==> config.mk <==
export PLATFORM = sky130hd
export DESIGN_NAME = rw_stage
export DESIGN_NICKNAME = d
export VERILOG_FILES = /design/src/rtl/rw_stage.sv
export SDC_FILE = /design/constraint.sdc
export NUM_CORES = 1
export LEC_CHECK = 0
export ABC_CLOCK_PERIOD_IN_PS = 18760
export CAP_MARGIN = 10
export CORE_ASPECT_RATIO = 0.8
export CORE_UTILIZATION = 58
export CTS_CLUSTER_SIZE = 20
export DETAILED_ROUTE_END_ITERATION = 10
export PLACE_DENSITY = 0.83
export REMOVE_ABC_BUFFERS = 1
export SLEW_MARGIN = 30
export SYNTH_ARGS = -nofsm -noshare
export SYNTH_HDL_FRONTEND = slang
export SYNTH_SLANG_ARGS = --single-unit
==> constraint.sdc <==
create_clock -name clk -period 18.76 [get_ports clk]
set_clock_uncertainty 0.1 [all_clocks]
set_input_delay 1.876 -clock clk [delete_from_list [all_inputs] [get_ports clk]]
set_output_delay 1.876 -clock clk [all_outputs]
set_load 0.05 [all_outputs]
==> src/rtl/rw_stage.sv <==
// -----------------------------------------------------------------------------
// rw_stage : register-write (writeback) stage
//
// Sits directly after the MA/RW pipeline latch. It picks the writeback value,
// owns the architectural register file (NUM_REGS x 32), serves two
// combinational read ports to operand fetch, counts retired instructions and
// detects the halt instruction.
//
// Ports
//   clk          in   1   clock, rising edge
//   rst          in   1   asynchronous active-high reset
//   valid_MA     in   1   latch holds a real instruction (0 = bubble)
//   pc_MA_out    in  32   PC of the retiring instruction
//   ldResult     in  32   load data from MA
//   inst_out_ma  in  32   instruction word (may be X while valid_MA=0)
//   alu_res_MA   in  32   ALU result
//   control_MA   in  22   control word: [1] isLd, [6] isWb, [8] isCall
//   rs1_addr     in   4   read port 1 address
//   rs2_addr     in   4   read port 2 address
//   rs1_data     out 32   read port 1 data (combinational)
//   rs2_data     out 32   read port 2 data (combinational)
//   wb_en        out  1   a register write happens at the next rising edge
//   wb_addr      out  4   destination register
//   wb_data      out 32   value being written
//   retired      out 32   retired-instruction count (wraps)
//   halted       out  1   sticky halt flag
//
// Build option
//   RW_BYPASS_EN : when defined, a read of the register being written this
//                  cycle returns wb_data (write-before-read). When undefined
//                  the read ports show the pre-write contents.
// -----------------------------------------------------------------------------
module rw_stage #(
  parameter int          NUM_REGS    = 16,
  parameter logic [3:0]  RA_INDEX    = 4'd15,
  parameter logic [4:0]  HALT_OPCODE = 5'b11111
) (
  input  logic        clk,
  input  logic        rst,
  input  logic        valid_MA,
  input  logic [31:0] pc_MA_out,
  input  logic [31:0] ldResult,
  input  logic [31:0] inst_out_ma,
  input  logic [31:0] alu_res_MA,
  input  logic [21:0] control_MA,
  input  logic [3:0]  rs1_addr,
  input  logic [3:0]  rs2_addr,
  output logic [31:0] rs1_data,
  output logic [31:0] rs2_data,
  output logic        wb_en,
  output logic [3:0]  wb_addr,
  output logic [31:0] wb_data,
  output logic [31:0] retired,
  output logic        halted
);

  typedef enum logic {
    S_RUN    = 1'b0,
    S_HALTED = 1'b1
  } state_t;

  state_t      r_state;
  state_t      w_state_next;
  logic [31:0] r_rf [NUM_REGS];
  logic [31:0] r_retired;

  logic        w_is_ld;
  logic        w_is_wb;
  logic        w_is_call;
  logic        w_is_halt;
  logic        w_wb_en;
  logic [3:0]  w_wb_addr;
  logic [31:0] w_wb_data;
  logic        w_unused;

  assign w_is_ld   = control_MA[1];
  assign w_is_wb   = control_MA[6];
  assign w_is_call = control_MA[8];

  // The opcode compare is qualified by valid_MA so an X instruction word
  // during a bubble cannot leak into the halt decision.
  assign w_is_halt = valid_MA && (inst_out_ma[31:27] == HALT_OPCODE);

  // Bits of the latch that this stage deliberately ignores.
  assign w_unused = ^{control_MA[21:9], control_MA[7], control_MA[5:2],
                      control_MA[0], inst_out_ma[26], inst_out_ma[21:0]};

  // Writeback value: call beats load beats ALU. The +4 wraps naturally.
  always_comb begin
    w_wb_data = alu_res_MA;
    if (w_is_call) begin
      w_wb_data = pc_MA_out + 32'd4;
    end else if (w_is_ld) begin
      w_wb_data = ldResult;
    end
  end

  assign w_wb_addr = w_is_call ? RA_INDEX : inst_out_ma[25:22];

  // State machine: next state and write enable.
  always_comb begin
    w_state_next = r_state;
    w_wb_en      = 1'b0;
    case (r_state)
      S_RUN: begin
        if (valid_MA && w_is_wb && !w_is_halt) begin
          w_wb_en = 1'b1;
        end
        if (w_is_halt) begin
          w_state_next = S_HALTED;
        end
      end
      S_HALTED: begin
        w_state_next = S_HALTED;
      end
      default: begin
        w_state_next = S_RUN;
      end
    endcase
  end

  always_ff @(posedge clk or posedge rst) begin
    if (rst) begin
      r_state <= S_RUN;
    end else begin
      r_state <= w_state_next;
    end
  end

  // Halt instruction itself is counted; nothing counts once halted.
  always_ff @(posedge clk or posedge rst) begin
    if (rst) begin
      r_retired <= 32'd0;
    end else if (valid_MA && (r_state == S_RUN)) begin
      r_retired <= r_retired + 32'd1;
    end
  end

  // One register per generate slice; reset dominates, so a write that
  // coincides with reset assertion is lost.
  generate
    for (genvar gi = 0; gi < NUM_REGS; gi++) begin : g_rf
      always_ff @(posedge clk or posedge rst) begin
        if (rst) begin
          r_rf[gi] <= 32'd0;
        end else if (w_wb_en && (w_wb_addr == 4'(gi))) begin
          r_rf[gi] <= w_wb_data;
        end
      end
    end
  endgenerate

`ifdef RW_BYPASS_EN
  assign rs1_data = (w_wb_en && (rs1_addr == w_wb_addr)) ? w_wb_data : r_rf[rs1_addr];
  assign rs2_data = (w_wb_en && (rs2_addr == w_wb_addr)) ? w_wb_data : r_rf[rs2_addr];
`else
  assign rs1_data = r_rf[rs1_addr];
  assign rs2_data = r_rf[rs2_addr];
`endif

  assign wb_en   = w_wb_en;
  assign wb_addr = w_wb_addr;
  assign wb_data = w_wb_data;
  assign retired = r_retired;
  assign halted  = (r_state == S_HALTED);

endmodule

run_1/floorplan.png
Scale bar: 50 um. Pins as bars on the die edge. Tap cells in gray.
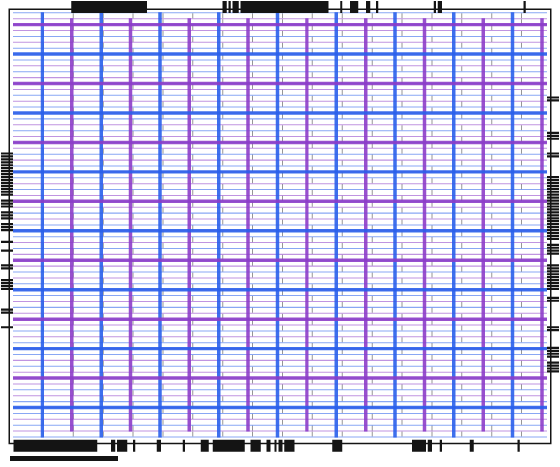
VDD -> purple
VSS -> blue
met4 straps = 18
met1 rails = 73
Chip Width: 249 um
core region area: 48300 um2

run_1/class_map.png
Scale bar: 50 um.
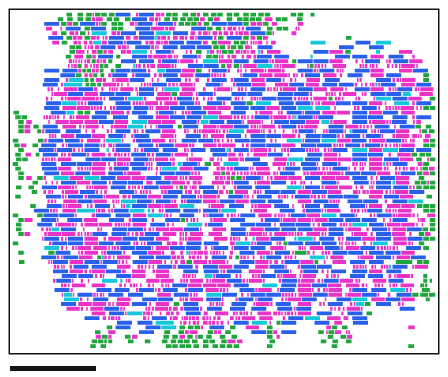
registers -> blue  # cells 545, share of their area 42%
remaining logic cells -> magenta  # cells 1678, share of their area 44%
clock drivers and dummy loads -> cyan  # cells 92, share of their area 5.3%
remaining buffers and delay cells -> green  # cells 293, share of their area 8.9%
fraction of standard cell area that is sequential: 41.3%
final standard cell area without fillers: 33000 um2
share of the core filled with cells: 68.4%

run_1/clock_wires.png
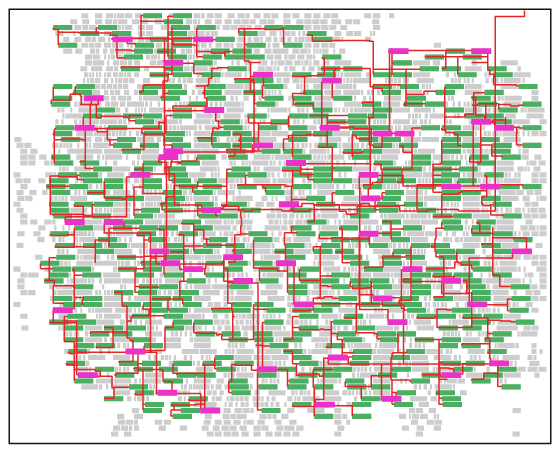
clock-net drivers -> magenta  # count 53
clock wires -> red  # length 6320 um
flip-flops -> green  # count 545
flops lie = widely spread
routed clock nets = 54
clk latency late pin: 0.60 ns
Clk network pwr share: 32.1%

==> run notes, run 1 <==
Results of the flow run.

The run finished with clean final reports. The site row count stands at 72. After detailed routing, the wire length on met1 is 30100 um. The library cell used most frequently in the layout, excluding fill and tap cells, is sky130_fd_sc_hd__dfrtp_1. The reported combinational group power stands at 0.000776 W. Signal routing reaches up to met4. The final critical path takes up 41.9% of the cycle. The registers of the reported paths see a clock transition of 0.06 ns.

The ratio of total power to cell area stands at 101 nW/um2. The total number of clock tree sinks stands at 545. The setup violation total in the final timing report stands at 0. The routed design uses 9310 um of met3 wire.

The pin closest to its max-slew limit shows a slew of 0.986 ns. The initial antenna violation count was 0. The total power of the final layout stands at 0.00333 W. The total placed cells including tap cells stands at 3144. In the Yosys stats the netlist draws on 47 distinct library cells. For this run, asynchronously set or reset flops after synthesis account for 100%. STA classifies the critical path endpoint as an output port. Summed over all layers, the global routing overflow is 0. The number of buffers between clock root and the deepest sink stands at 3.

The weighted congestion reported at the end of routability-driven placement stands at 0.835. Setup repair after global routing left no endpoint under its margin. The number of global-route vias before repair came to 22900. Per the breakdown, switching nets consume 30.7% of all power. The count of nets left with antenna violations after detail routing stands at 0. The smallest clock period supported by the final layout is computed as 7.86 ns. The most critical min-delay path falls under flip-flop to flip-flop. The global-route wire length before repair stands at 129000 um. In the final layout, the share of cells above drive strength 1 is 19.1%. The number of vias in the routed layout stands at 22300.

The post-synthesis instance area stands at 28400 um2. The synthesized instance count is 2443. The post-CTS setup buffer count stands at 0.

The total number of warnings across the stage logs stands at 68. The routed wirelength normalized by instance count stands at 25.9 um. The worst setup path is of the input port to output port kind.

The port buffer count stands at 252. In the power breakdown, the biggest contributor is registers. By instance count after routing, the leading logic cell types are sky130_fd_sc_hd__dfrtp_1 (545), sky130_fd_sc_hd__nand2_1 (530), sky130_fd_sc_hd__o21ai_0 (454), sky130_fd_sc_hd__mux4_2 (320), sky130_fd_sc_hd__clkdlybuf4s50_1 (242). In this run the tightest slew margin relative to its limit is 34.3%.
## run 1: routing by layer
metal	vias up	GRT usage, %
met3	311	8.22
met4	0	16.9
met1	11300	44.3
li1	9181	-
met2	1509	55.9
met5	-	0
## run 1: final cells by class
class                           instances  area [um2]
Timing Repair Buffer                  293        2860
Sequential cell                       545       13600
Clock buffer                           79        1570
Clock inverter                         13         149
Fill cell                            3238       15300
Antenna cell                            1        2.50
Tap cell                              629         787
Multi-Input combinational cell       1654       13900
Inverter                               24        97.6
## run 1: state kept, by name, summed over array words and instances (netlist names)
signal,count
halted,1
r_rf,512
retired,32
## run 1: critical path, cell delays in order
cell and delay [ns]:
sky130_fd_sc_hd__clkbuf_8 0.49, sky130_fd_sc_hd__buf_4 0.73, sky130_fd_sc_hd__buf_4 0.79, sky130_fd_sc_hd__mux4_2 0.63
sky130_fd_sc_hd__mux4_2 0.49, sky130_fd_sc_hd__clkdlybuf4s50_1 0.78
## run 1: per-stage QoR
stage | util (%) | worst slack [ns]
floorplan | - | 1.55
global placement | 64.6 | 10.87
detailed placement | 64.7 | 10.87
CTS | 68.2 | 10.86
global route | 68.4 | 10.69
finish | 68.4 | 10.90
## run 1: final timing paths
kind | startpoint | endpoint | slack [ns] | cells past startpoint
max | rs2_addr[0] | rs2_data[26] | 10.90 | 6
min in group asynchronous | rst | r_rf[493] | 1.54 | 2
max in group asynchronous | rst | retired[10] | 13.77 | 7
min | retired[31] | retired[31] | 0.39 | 1
min reg2reg | retired[31] | retired[31] | 0.39 | 1
max reg2reg | halted | r_rf[394] | 16.16 | 6
## run 1: cell families after synthesis
kind of cell               Yosys count  synth area share (%)
DFF                                545                  48.0
buffers and inverters              244                  3.25
AOI/OAI and AO/OA                  557                  10.2
muxes                              355                  26.6
xor gates and xnor gates            43                  1.33
adders and majority gates            2                0.0881
and+or+nand+nor                    697                  10.4
## run 1: cell usage after synthesis (4+ instances only)
cell,n,area share (%)
sky130_fd_sc_hd__xor2_1,12,0.37
sky130_fd_sc_hd__buf_1,36,0.48
sky130_fd_sc_hd__mux2i_1,30,1.1
sky130_fd_sc_hd__nor4_1,4,0.088
sky130_fd_sc_hd__o21ai_0,454,8.0
sky130_fd_sc_hd__mux2_2,5,0.20
sky130_fd_sc_hd__clkbuf_1,179,2.4
sky130_fd_sc_hd__nand3_1,13,0.23
sky130_fd_sc_hd__dfrtp_1,545,48
sky130_fd_sc_hd__and2_1,8,0.18
sky130_fd_sc_hd__inv_1,23,0.30
sky130_fd_sc_hd__o31ai_1,13,0.34
sky130_fd_sc_hd__xnor2_1,31,0.96
sky130_fd_sc_hd__and4_1,7,0.22
sky130_fd_sc_hd__nand2_1,538,7.1
sky130_fd_sc_hd__nor2b_1,20,0.44
sky130_fd_sc_hd__a31o_2,5,0.15
sky130_fd_sc_hd__buf_2,5,0.088
sky130_fd_sc_hd__nand4_1,25,0.55
sky130_fd_sc_hd__mux4_2,320,25
sky130_fd_sc_hd__a21oi_1,17,0.30
sky130_fd_sc_hd__nor3_1,7,0.12
sky130_fd_sc_hd__and3_1,14,0.31
sky130_fd_sc_hd__o21ai_1,48,0.85
sky130_fd_sc_hd__a31oi_1,4,0.088
sky130_fd_sc_hd__nor2_1,42,0.56
--- run 2 (diff from run 1) ---
--- a/config.mk
+++ b/config.mk
@@ -5,7 +5,7 @@
 export SDC_FILE = /design/constraint.sdc
 export NUM_CORES = 1
 export LEC_CHECK = 0
-export ABC_CLOCK_PERIOD_IN_PS = 18760
+export ABC_CLOCK_PERIOD_IN_PS = 8000
 export CAP_MARGIN = 10
 export CORE_ASPECT_RATIO = 0.8
 export CORE_UTILIZATION = 58
==> constraint.sdc (replaced) <==
create_clock -name clk -period 8 [get_ports clk]
set_clock_uncertainty 0.1 [all_clocks]
set_input_delay 0.8 -clock clk [delete_from_list [all_inputs] [get_ports clk]]
set_output_delay 0.8 -clock clk [all_outputs]
set_load 0.05 [all_outputs]
run_2/class_map.png
Scale bar: 50 um.
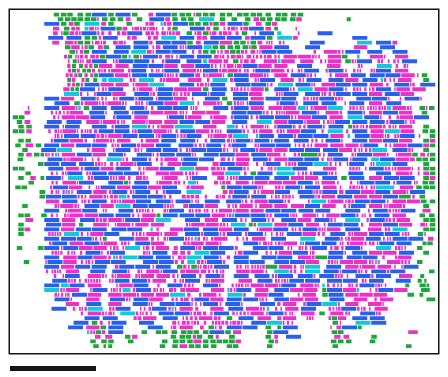
remaining logic cells -> magenta  # cells 1678, share of their area 43%
registers -> blue  # cells 545, share of their area 42%
remaining buffers and delay cells -> green  # cells 291, share of their area 8.9%
clock drivers and dummy loads -> cyan  # cells 96, share of their area 5.5%
share of the core filled with cells: 68.5%
final standard cell area without fillers: 33100 um2
fraction of standard cell area that is sequential: 41.2%
Std-Cell Rows: 72

==> run 2 against run 1 <==
Wire length increased by 0.86%. Area after synthesis unchanged. Clock-buffer cell count shrank 4. Utilization is 0.14 points higher. Worst setup slack got worse by 8.2 ns. Non-clock buffer count fell by 2. Sequential share of layout area shrank 0.083 points. Clock power rose by 140%. Via count increased by 0.20%. Largest power group unchanged.
==> run notes, run 2 <==
Results of the flow run.

The number of buffers between clock root and the deepest sink stands at 3. The total of fill cells in the finished design stands at 3233. By area the synthesized netlist is led by sky130_fd_sc_hd__dfrtp_1 (48%), sky130_fd_sc_hd__mux4_2 (25%), sky130_fd_sc_hd__o21ai_0 (8.0%), sky130_fd_sc_hd__nand2_1 (7.1%), sky130_fd_sc_hd__clkbuf_1 (2.4%). The critical path in this run is classified as input port to output port. The initial antenna violation count was 1.

The slack of the critical path stands at 2.69 ns. Post-CTS timing repair inserted 0 buffers for setup. The worst slew margin relative to its limit stands at 35.0%.

The area of the core stands at 48300 um2. The total placed cells including tap cells stands at 3142. Input and output buffers added on the ports amount to 252.

Yosys reports that the leading cell type by area covers 48.0% of the netlist area. The run finished with clean final reports. The most critical setup path has its startpoint at pc_MA_out[2]. The post-synthesis instance area stands at 28400 um2.

For the worst reg-to-reg path, the startpoint reported by OpenROAD is halted. The min-delay analysis places its worst path in the category flip-flop to flip-flop. Cells with a size suffix above 1 make up 19.3% of the layout. The placement summary gives the final routability congestion estimate as 0.830.

The commonest cells after synthesis are sky130_fd_sc_hd__dfrtp_1 (545), sky130_fd_sc_hd__nand2_1 (538), sky130_fd_sc_hd__o21ai_0 (454). The gate count after technology mapping stands at 2443. Leaving out fill and tap cells, the most frequent cells in the layout are sky130_fd_sc_hd__dfrtp_1 (545), sky130_fd_sc_hd__nand2_1 (530), sky130_fd_sc_hd__o21ai_0 (454), sky130_fd_sc_hd__mux4_2 (320), sky130_fd_sc_hd__clkdlybuf4s50_1 (242).
## run 2: cell counts after synthesis
Identical to the previous run, type by type.
## run 2: how the worst min path moves through the flow
stage	endpoint	startpoint	slack [ns]	cells past startpoint
finish	retired[31]	retired[31]	0.38	1
global route	retired[31]	retired[31]	0.40	1
CTS	retired[31]	retired[31]	0.39	1
detailed placement	retired[31]	retired[31]	0.37	1
global placement	retired[31]	retired[31]	0.37	1
floorplan	r_rf[16]	r_rf[16]	0.36	2
## run 2: final cells by class
type	count	area share, %
Clock inverter	21	0.586
Inverter	24	0.310
Multi-Input combinational cell	1654	42.1
Clock buffer	75	4.79
Sequential cell	545	41.2
Timing Repair Buffer	291	8.65
Antenna cell	1	0.00756
Tap cell	629	2.38
## run 2: worst max-delay path: stages
cell and delay (ns):
sky130_fd_sc_hd__clkdlybuf4s50_1 0.72, sky130_fd_sc_hd__nand3_4 0.23, sky130_fd_sc_hd__or4_4 0.67, sky130_fd_sc_hd__or4_1 0.54, sky130_fd_sc_hd__a31oi_1 0.52, sky130_fd_sc_hd__clkdlybuf4s50_1 0.92
## run 2: cells by family (layout without fill, tap and decap cells)
group | Yosys count | in the layout | synth area share, %
AND/OR/NAND/NOR | 697 | 697 | 10.4
AND-OR/OR-AND | 557 | 557 | 10.2
flip-flops | 545 | 545 | 48.0
multiplexers | 355 | 355 | 26.6
buffers and inverters | 244 | 411 | 3.25
XOR/XNOR | 43 | 43 | 1.33
adder cells (fa/ha/maj) | 2 | 2 | 0.0881
other | 0 | 1 | 0
## run 2: report_power, final
part	total (W)	switching, W	internal (W)
Combinational	0.00183	0.00101	0.000817
Clock	0.00258	0.00110	0.00147
Sequential	0.00349	0.000331	0.00316
Total	0.00789	0.00244	0.00545
## run 2: routing by layer
layer / global-route usage (%) / wire [um]
met5: 0 / 0
met2: 55.5 / 40600
met4: 18.5 / 4230
met3: 8.36 / 9730
met1: 45.1 / 30200
## run 2: per-stage QoR
step / hold slack (ns) / cell area [um2] / util, % / power (W) / setup TNS, ns
2_1_floorplan: 0.360 / 27600 / - / 0.00464 / -4433.84
3_3_place_gp: 0.368 / 31200 / 64.6 / 0.00518 / 0
3_5_place_dp: 0.374 / 31200 / 64.7 / 0.00530 / 0
4_1_cts: 0.386 / 33000 / 68.4 / 0.00787 / 0
5_1_grt: 0.404 / 33100 / 68.5 / 0.00817 / 0
6_report: 0.382 / 33100 / 68.5 / 0.00789 / 0
No activity file was given, so power comes from the tool's default toggle rates.
